===== config.mk =====
export PLATFORM = sky130hd
export DESIGN_NAME = adder_functional_unit_flat
export DESIGN_NICKNAME = d
export VERILOG_FILES = /design/src/rtl/tomasulo_pkg.sv /design/src/rtl/adder_functional_unit_if.sv /design/src/rtl/adder_functional_unit_chk.sv /design/src/rtl/operand_mux.sv /design/src/rtl/adder_functional_unit.sv /design/src/flat_wrapper.sv
export SDC_FILE = /design/constraint.sdc
export NUM_CORES = 1
export LEC_CHECK = 0
export CORE_ASPECT_RATIO = 0.5
export CORE_MARGIN = 2
export CORE_UTILIZATION = 32
export DETAILED_ROUTE_END_ITERATION = 16
export HOLD_SLACK_MARGIN = 0.1
export PLACE_DENSITY = 0.58
export SLEW_MARGIN = 25
export SYNTH_ARGS = -nofsm -noshare
export SYNTH_HDL_FRONTEND = slang
export SYNTH_SLANG_ARGS = --single-unit
export TNS_END_PERCENT = 5

===== constraint.sdc =====
create_clock -name Clock -period 4.75 [get_ports Clock]
set_input_delay 1.1875 -clock Clock [delete_from_list [all_inputs] [get_ports Clock]]
set_output_delay 1.1875 -clock Clock [all_outputs]
set_load 0.05 [all_outputs]

===== src/rtl/tomasulo_pkg.sv =====
// Shared definitions for the Tomasulo datapath: widths, instruction field
// positions, adder opcodes, FU state encoding and the adder result function.
package tomasulo_pkg;

  localparam int DATA_W  = 16;
  localparam int TAG_W   = 3;
  localparam int SEL_W   = 3;
  localparam int OPC_W   = 4;
  localparam int CNT_W   = 4;

  localparam int OPC_LSB = 0;
  localparam int RX_LSB  = 4;
  localparam int RY_LSB  = 7;
  localparam int RZ_LSB  = 10;

  localparam logic [OPC_W-1:0] OP_ADD  = 4'b0000;
  localparam logic [OPC_W-1:0] OP_SUB  = 4'b0001;
  localparam logic [OPC_W-1:0] OP_ADDI = 4'b0100;
  localparam logic [OPC_W-1:0] OP_SUBI = 4'b0101;

  typedef enum logic [1:0] {
    IDLE = 2'b00,
    EXEC = 2'b01,
    DONE = 2'b10
  } fu_state_e;

  // Immediate ops reuse the Ry field as a 3-bit signed constant.
  function automatic logic [DATA_W-1:0] fu_compute(
    input logic [OPC_W-1:0]  opc,
    input logic [SEL_W-1:0]  imm,
    input logic [DATA_W-1:0] op1,
    input logic [DATA_W-1:0] op2
  );
    logic [DATA_W-1:0] imm_ext;
    imm_ext = {{(DATA_W-SEL_W){imm[SEL_W-1]}}, imm};
    case (opc)
      OP_ADD:  fu_compute = op1 + op2;
      OP_SUB:  fu_compute = op1 - op2;
      OP_ADDI: fu_compute = op1 + imm_ext;
      OP_SUBI: fu_compute = op1 - imm_ext;
      default: fu_compute = 16'h0000;
    endcase
  endfunction

endpackage


===== src/rtl/adder_functional_unit_if.sv =====
// Issue and result-broadcast bundle between the adder reservation station
// and the adder functional unit.
interface adder_functional_unit_if;
  import tomasulo_pkg::*;

  logic [DATA_W-1:0] instruction;
  logic              instEnable;
  logic [TAG_W-1:0]  instructionCodeIn;
  logic              disponivel;
  logic              done;
  logic [DATA_W-1:0] dout;
  logic [DATA_W-1:0] doneInst;
  logic [TAG_W-1:0]  instructionCodeOut;

  modport master (
    output instruction, instEnable, instructionCodeIn,
    input  disponivel, done, dout, doneInst, instructionCodeOut
  );

  modport slave (
    input  instruction, instEnable, instructionCodeIn,
    output disponivel, done, dout, doneInst, instructionCodeOut
  );

endinterface


===== src/rtl/adder_functional_unit_chk.sv =====
// Structural invariants of the adder FU state machine and its outputs.
module adder_functional_unit_chk
  import tomasulo_pkg::*;
(
  input logic      Clock,
  input logic      Resetn,
  input fu_state_e state,
  input logic      done,
  input logic      disponivel
);

  done_tracks_state: assert property (@(posedge Clock) disable iff (!Resetn)
    done == (state == DONE));

  busy_only_in_exec: assert property (@(posedge Clock) disable iff (!Resetn)
    disponivel == (state != EXEC));

  no_illegal_state: assert property (@(posedge Clock) disable iff (!Resetn)
    state != 2'b11);

endmodule


===== src/rtl/operand_mux.sv =====
// 8:1 register-file operand selector; code 0 is the hardwired zero register.
module operand_mux
  import tomasulo_pkg::*;
(
  input  logic [DATA_W-1:0] r1,
  input  logic [DATA_W-1:0] r2,
  input  logic [DATA_W-1:0] r3,
  input  logic [DATA_W-1:0] r4,
  input  logic [DATA_W-1:0] r5,
  input  logic [DATA_W-1:0] r6,
  input  logic [DATA_W-1:0] r7,
  input  logic [SEL_W-1:0]  sel,
  output logic [DATA_W-1:0] operand
);

  // select one architectural register value by code
  always_comb begin
    operand = 16'h0000;
    case (sel)
      3'd1:    operand = r1;
      3'd2:    operand = r2;
      3'd3:    operand = r3;
      3'd4:    operand = r4;
      3'd5:    operand = r5;
      3'd6:    operand = r6;
      3'd7:    operand = r7;
      default: operand = 16'h0000;
    endcase
  end

endmodule


===== src/rtl/adder_functional_unit.sv =====
// Multi-cycle integer add/subtract functional unit: captures operands at issue,
// counts out a fixed latency, then broadcasts result, instruction and tag.
module adder_functional_unit
  import tomasulo_pkg::*;
#(
  parameter int LATENCY = 2
) (
  input  logic                    Clock,
  input  logic                    Resetn,
  input  logic [DATA_W-1:0]       R1,
  input  logic [DATA_W-1:0]       R2,
  input  logic [DATA_W-1:0]       R3,
  input  logic [DATA_W-1:0]       R4,
  input  logic [DATA_W-1:0]       R5,
  input  logic [DATA_W-1:0]       R6,
  input  logic [DATA_W-1:0]       R7,
  adder_functional_unit_if.slave  fu
);

  localparam logic [CNT_W-1:0] LAT_M1 = CNT_W'(LATENCY - 1);

  fu_state_e         state_r;
  logic [CNT_W-1:0]  count_r;
  logic [DATA_W-1:0] instr_r;
  logic [TAG_W-1:0]  tag_r;
  logic [DATA_W-1:0] op1_r;
  logic [DATA_W-1:0] op2_r;
  logic              done_r;
  logic [DATA_W-1:0] dout_r;
  logic [DATA_W-1:0] done_inst_r;
  logic [TAG_W-1:0]  tag_out_r;

  logic [DATA_W-1:0] op1_s;
  logic [DATA_W-1:0] op2_s;
  logic              disponivel_s;
  logic              accept_s;
  logic [DATA_W-1:0] live_result_s;
  logic [DATA_W-1:0] held_result_s;

  operand_mux u_mux_rx (
    .r1(R1), .r2(R2), .r3(R3), .r4(R4), .r5(R5), .r6(R6), .r7(R7),
    .sel(fu.instruction[RX_LSB +: SEL_W]),
    .operand(op1_s)
  );

  operand_mux u_mux_ry (
    .r1(R1), .r2(R2), .r3(R3), .r4(R4), .r5(R5), .r6(R6), .r7(R7),
    .sel(fu.instruction[RY_LSB +: SEL_W]),
    .operand(op2_s)
  );

  // availability is a pure decode of the state, independent of instEnable
  always_comb begin
    disponivel_s = 1'b0;
    case (state_r)
      IDLE:    disponivel_s = 1'b1;
      EXEC:    disponivel_s = 1'b0;
      DONE:    disponivel_s = 1'b1;
      default: disponivel_s = 1'b0;
    endcase
  end

  assign accept_s = fu.instEnable & disponivel_s;

  // single-cycle units need the result straight from the live operands
  assign live_result_s = fu_compute(fu.instruction[OPC_LSB +: OPC_W],
                                    fu.instruction[RY_LSB +: SEL_W], op1_s, op2_s);
  assign held_result_s = fu_compute(instr_r[OPC_LSB +: OPC_W],
                                    instr_r[RY_LSB +: SEL_W], op1_r, op2_r);

  // issue capture, latency countdown and registered result broadcast
  always_ff @(posedge Clock or negedge Resetn) begin
    if (!Resetn) begin
      state_r     <= IDLE;
      count_r     <= 4'd0;
      instr_r     <= 16'h0000;
      tag_r       <= 3'd0;
      op1_r       <= 16'h0000;
      op2_r       <= 16'h0000;
      done_r      <= 1'b0;
      dout_r      <= 16'h0000;
      done_inst_r <= 16'h0000;
      tag_out_r   <= 3'd0;
    end else begin
      done_r <= 1'b0;
      case (state_r)
        IDLE, DONE: begin
          if (accept_s) begin
            instr_r <= fu.instruction;
            tag_r   <= fu.instructionCodeIn;
            op1_r   <= op1_s;
            op2_r   <= op2_s;
            if (LATENCY == 1) begin
              state_r     <= DONE;
              done_r      <= 1'b1;
              dout_r      <= live_result_s;
              done_inst_r <= fu.instruction;
              tag_out_r   <= fu.instructionCodeIn;
            end else begin
              state_r <= EXEC;
              count_r <= LAT_M1;
            end
          end else begin
            state_r <= IDLE;
          end
        end
        EXEC: begin
          if (count_r == 4'd1) begin
            state_r     <= DONE;
            done_r      <= 1'b1;
            dout_r      <= held_result_s;
            done_inst_r <= instr_r;
            tag_out_r   <= tag_r;
          end else begin
            count_r <= count_r - 4'd1;
          end
        end
        default: state_r <= IDLE;
      endcase
    end
  end

  assign fu.disponivel         = disponivel_s;
  assign fu.done               = done_r;
  assign fu.dout               = dout_r;
  assign fu.doneInst           = done_inst_r;
  assign fu.instructionCodeOut = tag_out_r;

  adder_functional_unit_chk u_chk (
    .Clock      (Clock),
    .Resetn     (Resetn),
    .state      (state_r),
    .done       (done_r),
    .disponivel (disponivel_s)
  );

endmodule


===== src/flat_wrapper.sv =====
// flat-port wrapper written by rule: the top's interface ports become plain ports
module adder_functional_unit_flat import tomasulo_pkg::*;
#(
  parameter int LATENCY = 2
)
  (Clock, Resetn, R1, R2, R3, R4, R5, R6, R7, fu_instruction, fu_instEnable, fu_instructionCodeIn, fu_disponivel, fu_done, fu_dout, fu_doneInst, fu_instructionCodeOut);
  adder_functional_unit_if fu_i ();
  input  logic Clock;
  input  logic Resetn;
  input  logic [DATA_W-1:0] R1;
  input  logic [DATA_W-1:0] R2;
  input  logic [DATA_W-1:0] R3;
  input  logic [DATA_W-1:0] R4;
  input  logic [DATA_W-1:0] R5;
  input  logic [DATA_W-1:0] R6;
  input  logic [DATA_W-1:0] R7;
  input wire logic [$bits(fu_i.instruction)-1:0] fu_instruction;
  input wire logic [$bits(fu_i.instEnable)-1:0] fu_instEnable;
  input wire logic [$bits(fu_i.instructionCodeIn)-1:0] fu_instructionCodeIn;
  output wire logic [$bits(fu_i.disponivel)-1:0] fu_disponivel;
  output wire logic [$bits(fu_i.done)-1:0] fu_done;
  output wire logic [$bits(fu_i.dout)-1:0] fu_dout;
  output wire logic [$bits(fu_i.doneInst)-1:0] fu_doneInst;
  output wire logic [$bits(fu_i.instructionCodeOut)-1:0] fu_instructionCodeOut;
  assign fu_i.instruction = fu_instruction;
  assign fu_i.instEnable = fu_instEnable;
  assign fu_i.instructionCodeIn = fu_instructionCodeIn;
  assign fu_disponivel = fu_i.disponivel;
  assign fu_done = fu_i.done;
  assign fu_dout = fu_i.dout;
  assign fu_doneInst = fu_i.doneInst;
  assign fu_instructionCodeOut = fu_i.instructionCodeOut;
  adder_functional_unit #(.LATENCY(LATENCY)) u_core (.Clock(Clock), .Resetn(Resetn), .R1(R1), .R2(R2), .R3(R3), .R4(R4), .R5(R5), .R6(R6), .R7(R7), .fu(fu_i));
endmodule

Figure 1. Met1 routing (run 1).
Scale bar: 50 µm. Supply wires on this layer in gray.
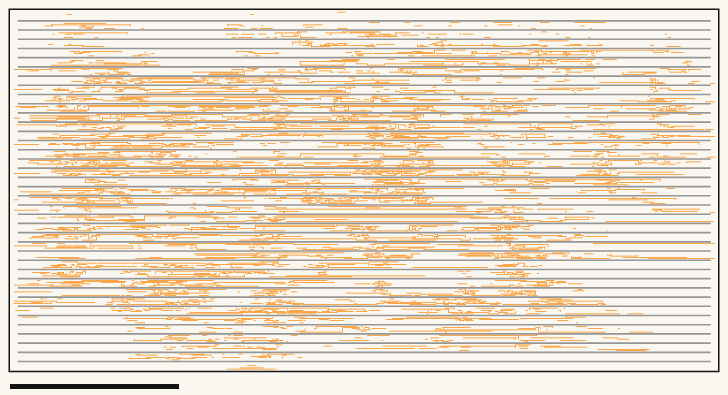
longest straight run: 59.8 µm
nets with wire on the layer: 1023
wire length on this layer: 11700 µm
share of all routed wire: 50%

Figure 2. M2 wires (run 1).
Scale bar: 50 µm.
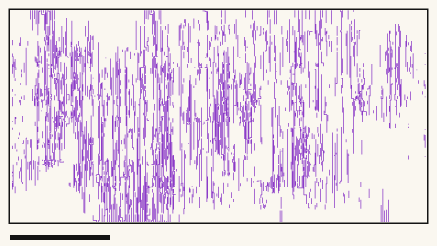
wire length on this layer: 10000 µm
share of all routed wire: 43%
nets with wire on the layer: 886
main direction: vertical

Figure 3. Signal wires on met3 (run 1).
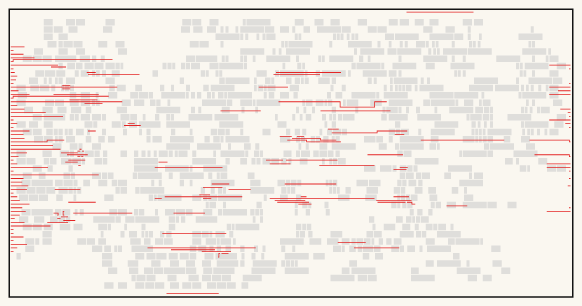
main direction: horizontal
wire length on this layer: 1420 µm
longest straight run: 41.2 µm
nets with wire on the layer: 144
share of all routed wire: 6.1%

==> metrics.cfg, run 1 <==
[critical_path]
reg2reg_depth = 12
cp-start-kind = flip-flop
critPathKind = reg -> reg
crit_chain = nand2b_1, or2_2, a21oi_2, and3_1, a31oi_1, o21ai_0, ha_1, nand4_1, o32ai_1, o21ai_0, xor2_1, o31ai_1
crit_family = AND-OR/OR-AND gates
worst-path-stages = 12
cp_max_fo = 22
worst-path-buf-inv = 0
cpMaxStageDelayCell = dfrtp_1
cp.required_ns = 4.99
rr_endpoint = u_core.fu.dout[14]
slowest_delay_ns = 0.75
worstSetupEndpoint = u_core.fu.dout[14]
timing.rr.start = u_core.instr_r[2]
worstSetupEndpointType = flip-flop
critPathArrivalTime_ns = 3.97
crit_start = u_core.instr_r[2]

[logic_synthesis]
ys_sh_adder_pct = 4.20
synth_area_um2 = 6730
ys_sh_aoi_pct = 22.9
netlist_top_cells_area = dfrtp_1, nand2_1, o21ai_0, mux2i_1, a21oi_1
simple_gate_share_pct = 19.7
async_flop_share_pct = 100
edf_count = 0
yosys_area_um2 = 6730
synth_top_area_share_pct = 34.6
yosysCellCount = 816
topCombFamilyByArea = AND-OR/OR-AND gates
yosysWarnings = 0
synth_cell_types = 59
ys.flops = 93
fp_nets = 972
syn_inst = 816
top_cell = nand2_1
ys_seq_share_pct = 34.6
synthMuxAreaShare_pct = 12.3
largest_area_cell = dfrtp_1
ff_type = dfrtp_1
top_cells_by_count = nand2_1, dfrtp_1, o21ai_0
xor_share_pct = 1.95
avgSynthCellArea_um2 = 8.25

[min_path]
min_path_type = reg -> reg
hold_start = u_core.tag_r[0]
holdPathStages = 2
whs_endpoint = u_core.fu.instructionCodeOut[0]

[place]
post_dp_cell_area_um2 = 8630
io_buffer_count = 170
dpl.cell_count = 1216
place.gp.congestion = 0.912
dp_hpwl_um = 17900
dp_slack_ns = 1.04

[layout]
nets = 1111
design_area_um2 = 8940
final_cell_mix = nand2_1, clkdlybuf4s50_1, dfrtp_1
fill_cells = 2063
comb_area_um2 = 4120
fin_util_pct = 43.4
seqCellArea_um2 = 2330
mostFrequentLayoutCell = nand2_1
antenna_cells = 0
layout.cells.non_filler = 1233

[clock_network]
clk_pin_slew_ns = 0.07
cts.sinks = 93
cts.path.max_buffers = 2
cts_root_buf = clkbuf_16
cts_buffers = 9
cts_resized = 0
h-tree-depth = 3
cts_hold_buf = 0
worstSkewPairLatency_ns = 0.34

[routing]
num_vias = 6651
route.detailed.drc = 0
dr.pass1.iters = 6
wirelength_um = 23400
antenna_left = 0
drtIter0Drc = 497
viasPerCell = 5.39
wl_per_cell_um = 19.0

[pwr]
power.total_uw = 5850
cellLeakagePower_uw = 0.00382
ir_worst_vdd_uv = 250

[die]
fp.dieW_um = 209
row_count = 37
initCoreUtil_pct = 32.7
dieArea_um2 = 22300
coreArea_um2 = 20600
die_height_um = 107
pin_count = 171

[final_timing]
fin_crit_sh_pct = 78.6
whs_ns = 0.467
fin_skew_ns = 0.00751
setup_ws_ns = 1.02
slew_headroom_pct = 33.9
hold_viol = 0
report.final.slew_viol_count = 0
max_freq_mhz = 268
fin_crit_ns = 3.73
setup_viol = 0
rsz0062_at_grt = false
setup_tns_ns = 0
tightest_slew_ns = 0.990

[global_routing]
overflow = 0
antenna_found_initial = 0
grt_start_max_net_pins = 73
grt_usage_pct = 21.0
grt_util_met3_pct = 3.66
use_met2_pct = 31.7
grt_pass1_wl_um = 36600
grt_util_met1_pct = 31.5
top_usage_layer = met2

[status]
status = completed

[flow_run]
warnings = 27
drv_cap = 0

==> run 1: area by class of cell <==
type | instances | share of cell area (%)
clock buffer | 9 | 2.52
clock inverter | 7 | 0.728
inverter | 17 | 0.714
multi-input combinational | 650 | 46.0
sequential | 93 | 26.0
tap | 273 | 3.82
timing repair buffer | 184 | 20.1
==> run 1: routing by layer <==
| layer | wire [µm] | vias up |
|---|---|---|
| li1 | - | 3231 |
| met1 | 11700 | 3170 |
| met2 | 10000 | 232 |
| met3 | 1420 | 18 |
| met4 | 216 | 0 |
| met5 | 0 | - |
==> run 1: where the power goes <==
group / total [µW] / internal, µW / leakage [µW] / switching [µW]
registers: 1480 / 1130 / 0.00119 / 354
logic: 3660 / 1400 / 0.00248 / 2270
clock network: 707 / 368 / 0.000140 / 339
--- run 2 (diff from run 1) ---
==> constraint.sdc (replaced) <==
create_clock -name Clock -period 3.85 [get_ports Clock]
set_input_delay 0.9625 -clock Clock [delete_from_list [all_inputs] [get_ports Clock]]
set_output_delay 0.9625 -clock Clock [all_outputs]
set_load 0.05 [all_outputs]
Figure 4. Congestion heat map (run 2).
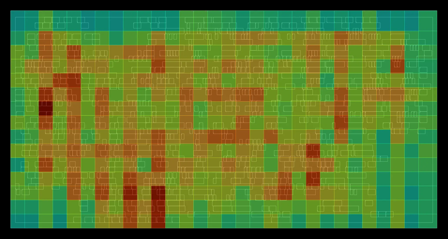
Final Core Density: 44.1%
grt peak-use layer: met1
GR Util met2: 31.4%

==> run 2 against run 1 <==
Net effect:
- die area unchanged
- critical path depth decreased by 1
- area after synthesis unchanged
- total power increased by 26%
- final area increased by 1.7%
- synthesized cell count unchanged
- first-iteration DRC count increased by 8.5%
- clock power increased by 27%
- wire length increased by 1.2%
==> metrics.cfg, run 2 <==
[logic_synthesis]
top_cells_by_count = nand2_1, dfrtp_1, o21ai_0
xor_share_pct = 1.95  ; unchanged
fp_nets = 972  ; unchanged
yosysWarnings = 0  ; unchanged
simple_gate_share_pct = 19.7  ; unchanged
yosysCellCount = 816  ; unchanged
ys_seq_share_pct = 34.6  ; unchanged
topCombFamilyByArea = AND-OR/OR-AND gates
ys_sh_aoi_pct = 22.9  ; unchanged
ys.flops = 93  ; unchanged
ys_sh_adder_pct = 4.20  ; unchanged
netlist_top_cells_area = dfrtp_1, nand2_1, o21ai_0, mux2i_1, a21oi_1
async_flop_share_pct = 100  ; unchanged
syn_inst = 816  ; unchanged
synthMuxAreaShare_pct = 12.3  ; unchanged
ff_type = dfrtp_1
largest_area_cell = dfrtp_1
top_cell = nand2_1
yosys_area_um2 = 6730  ; unchanged
avgSynthCellArea_um2 = 8.25  ; unchanged
synth_cell_types = 59  ; unchanged
edf_count = 0  ; unchanged
synth_area_um2 = 6730  ; unchanged
synth_top_area_share_pct = 34.6  ; unchanged

[pwr]
power.total_uw = 7400  ; +26%
pg_clk_uw = 901  ; +27%
p_seq_share_pct = 23.9  ; -1.4 points
ir_worst_vdd_uv = 314  ; +26%
clkPwrFrac_pct = 12.2  ; about the same
p_int_uw = 3710  ; +28%
power.density_nw_per_um2 = 814
p_switching_uw = 3690  ; +25%
pg_seq_uw = 1770  ; +20%
p_comb_share_pct = 63.9  ; +1.3 points
p_comb_uw = 4730  ; +29%
cellLeakagePower_uw = 0.00390  ; +2.2%
maxPowerGroup = combinational logic
swShare_pct = 49.9  ; -0.68 points

[final_timing]
rsz0062_at_grt = false
fin_crit_ns = 3.55  ; -0.182 ns
report.final.slew_viol_count = 0  ; unchanged
setup_ws_ns = 0.298  ; -0.718 ns
setup_tns_ns = 0  ; unchanged
tightest_slew_ns = 0.745  ; -0.245 ns
setup_viol = 0  ; unchanged
whs_ns = 0.464  ; -0.00298 ns
fin_crit_sh_pct = 92.3  ; +14 points
max_freq_mhz = 282  ; +5.1%
hold_viol = 0  ; unchanged
fin_skew_ns = 0.00533  ; -0.00218 ns
slew_headroom_pct = 50.3  ; +16 points

[global_routing]
grt_pass1_vias = 6570
antenna_found_initial = 0  ; unchanged
grt_start_max_net_pins = 94  ; +29%
grt_util_met3_pct = 3.78  ; +0.12 points
grt_usage_pct = 21.4  ; +0.39 points
grt_util_met1_pct = 32.7  ; +1.1 points
overflow = 0  ; unchanged
grt_pass1_wl_um = 37400  ; +2.0%

[die]
row_count = 37  ; unchanged
taps = 273  ; unchanged
pin_count = 171  ; unchanged
fp.dieW_um = 209  ; unchanged
initCoreUtil_pct = 32.7  ; unchanged
die_height_um = 107  ; unchanged
coreArea_um2 = 20600  ; unchanged
dieArea_um2 = 22300  ; unchanged

[layout]
nets = 1127  ; +1.4%
comb_share_pct = 45.5  ; -0.53 points
final_cell_mix = nand2_1, clkdlybuf4s50_1, dfrtp_1
drive_gt1_share_pct = 9.84
dominant_cells = logic gates
mostFrequentLayoutCell = nand2_1
n_all_buffers = 200  ; +8.7%
design_area_um2 = 9090  ; +1.7%
clk_share_pct = 3.30  ; +0.056 points
clock_buffers = 9  ; unchanged
area_delta_synth_final_pct = 35.1
layout.cells.non_filler = 1249  ; +1.3%
comb_cells = 650  ; unchanged
seqCellArea_um2 = 2330  ; unchanged
antenna_cells = 0  ; unchanged
final-nonclk-buf-share_pct = 21.1  ; +0.98 points
flop-count = 93  ; unchanged
fill_cells = 2058  ; -0.24%
comb_area_um2 = 4140  ; +0.55%
num-nonclk-inverters = 17  ; unchanged
seq_area_share_pct = 25.6  ; -0.44 points

[critical_path]
cp.required_ns = 4.09  ; -0.90 ns
worst-path-buf-inv = 1  ; +1
cpMaxStageDelayCell = a211oi_1
rr_endpoint = u_core.fu.dout[10]
critPathArrivalTime_ns = 3.79  ; -0.18 ns
worstSetupEndpointType = flip-flop
slowest_delay_ns = 0.48  ; -0.27 ns
cp_max_fo = 7  ; -68%
reg2reg_depth = 11  ; -1
critPathKind = reg -> reg
crit_chain = nor2_1, nand2_1, o21ai_0, ha_1, inv_1, fa_1, a21o_1, a211oi_1, o32ai_2, or3_1, a32o_1
crit_family = AND-OR/OR-AND gates
cp-start-kind = flip-flop
r2r_slack_ns = 0.30
timing.rr.start = u_core.instr_r[1]

[flow_run]
drv_cap = 0  ; unchanged
warnings = 27  ; unchanged

[min_path]
holdPathStages = 2  ; unchanged
min_path_type = reg -> reg
hold_start = u_core.instr_r[15]
whs_endpoint = u_core.fu.doneInst[15]

[clock_network]
cts.sinks = 93  ; unchanged
cts_resized = 0  ; unchanged
cts.path.max_buffers = 2  ; unchanged
cts_setup_buffers = 0
cts_tree = yes
clk_pin_slew_ns = 0.07  ; about the same
h-tree-depth = 3  ; unchanged
cts_hold_buf = 0  ; unchanged
cts_buffers = 9  ; unchanged
cts_root_buf = clkbuf_16
worstSkewPairLatency_ns = 0.35  ; about the same

[place]
dpl.cell_count = 1233  ; +1.4%
io_buffer_count = 170  ; unchanged
place.gp.congestion = 0.898  ; -1.5%
dp_hpwl_um = 18600  ; +3.7%
dp_slack_ns = 0.292  ; -0.746 ns
post_dp_cell_area_um2 = 8770  ; +1.6%

[routing]
num_vias = 6759  ; +1.6%
wirelength_um = 23700  ; +1.2%
routed.top_layer = met4
drt-met1-wl_um = 12300  ; +4.8%
wl_per_cell_um = 18.9  ; -0.13%
met3WireLength_um = 1350  ; -5.3%
dr.pass1.iters = 5  ; -1
wl_met2_um = 9860  ; -1.7%
drtIter0Drc = 539  ; +8.5%
antenna_left = 0  ; unchanged
viasPerCell = 5.41  ; +0.32%
route.detailed.drc = 0  ; unchanged

[status]
status = completed

==> run 2: how the worst max path moves through the flow <==
stage / from / endpoint / slack (ns) / depth (start not counted)
4_1_cts: u_core.instr_r[8] / u_core.fu.dout[14] / 0.27 / 15
5_1_grt: u_core.instr_r[8] / u_core.fu.dout[10] / 0.11 / 15
3_3_place_gp: u_core.instr_r[7] / u_core.fu.dout[15] / 0.38 / 15
2_1_floorplan: u_core.op2_r[1] / u_core.fu.dout[15] / 0.48 / 15
3_5_place_dp: u_core.instr_r[8] / u_core.fu.dout[14] / 0.29 / 15
6_report: u_core.instr_r[1] / u_core.fu.dout[10] / 0.30 / 11
Power figures rest on the tool's default switching activity, not on a simulated workload.
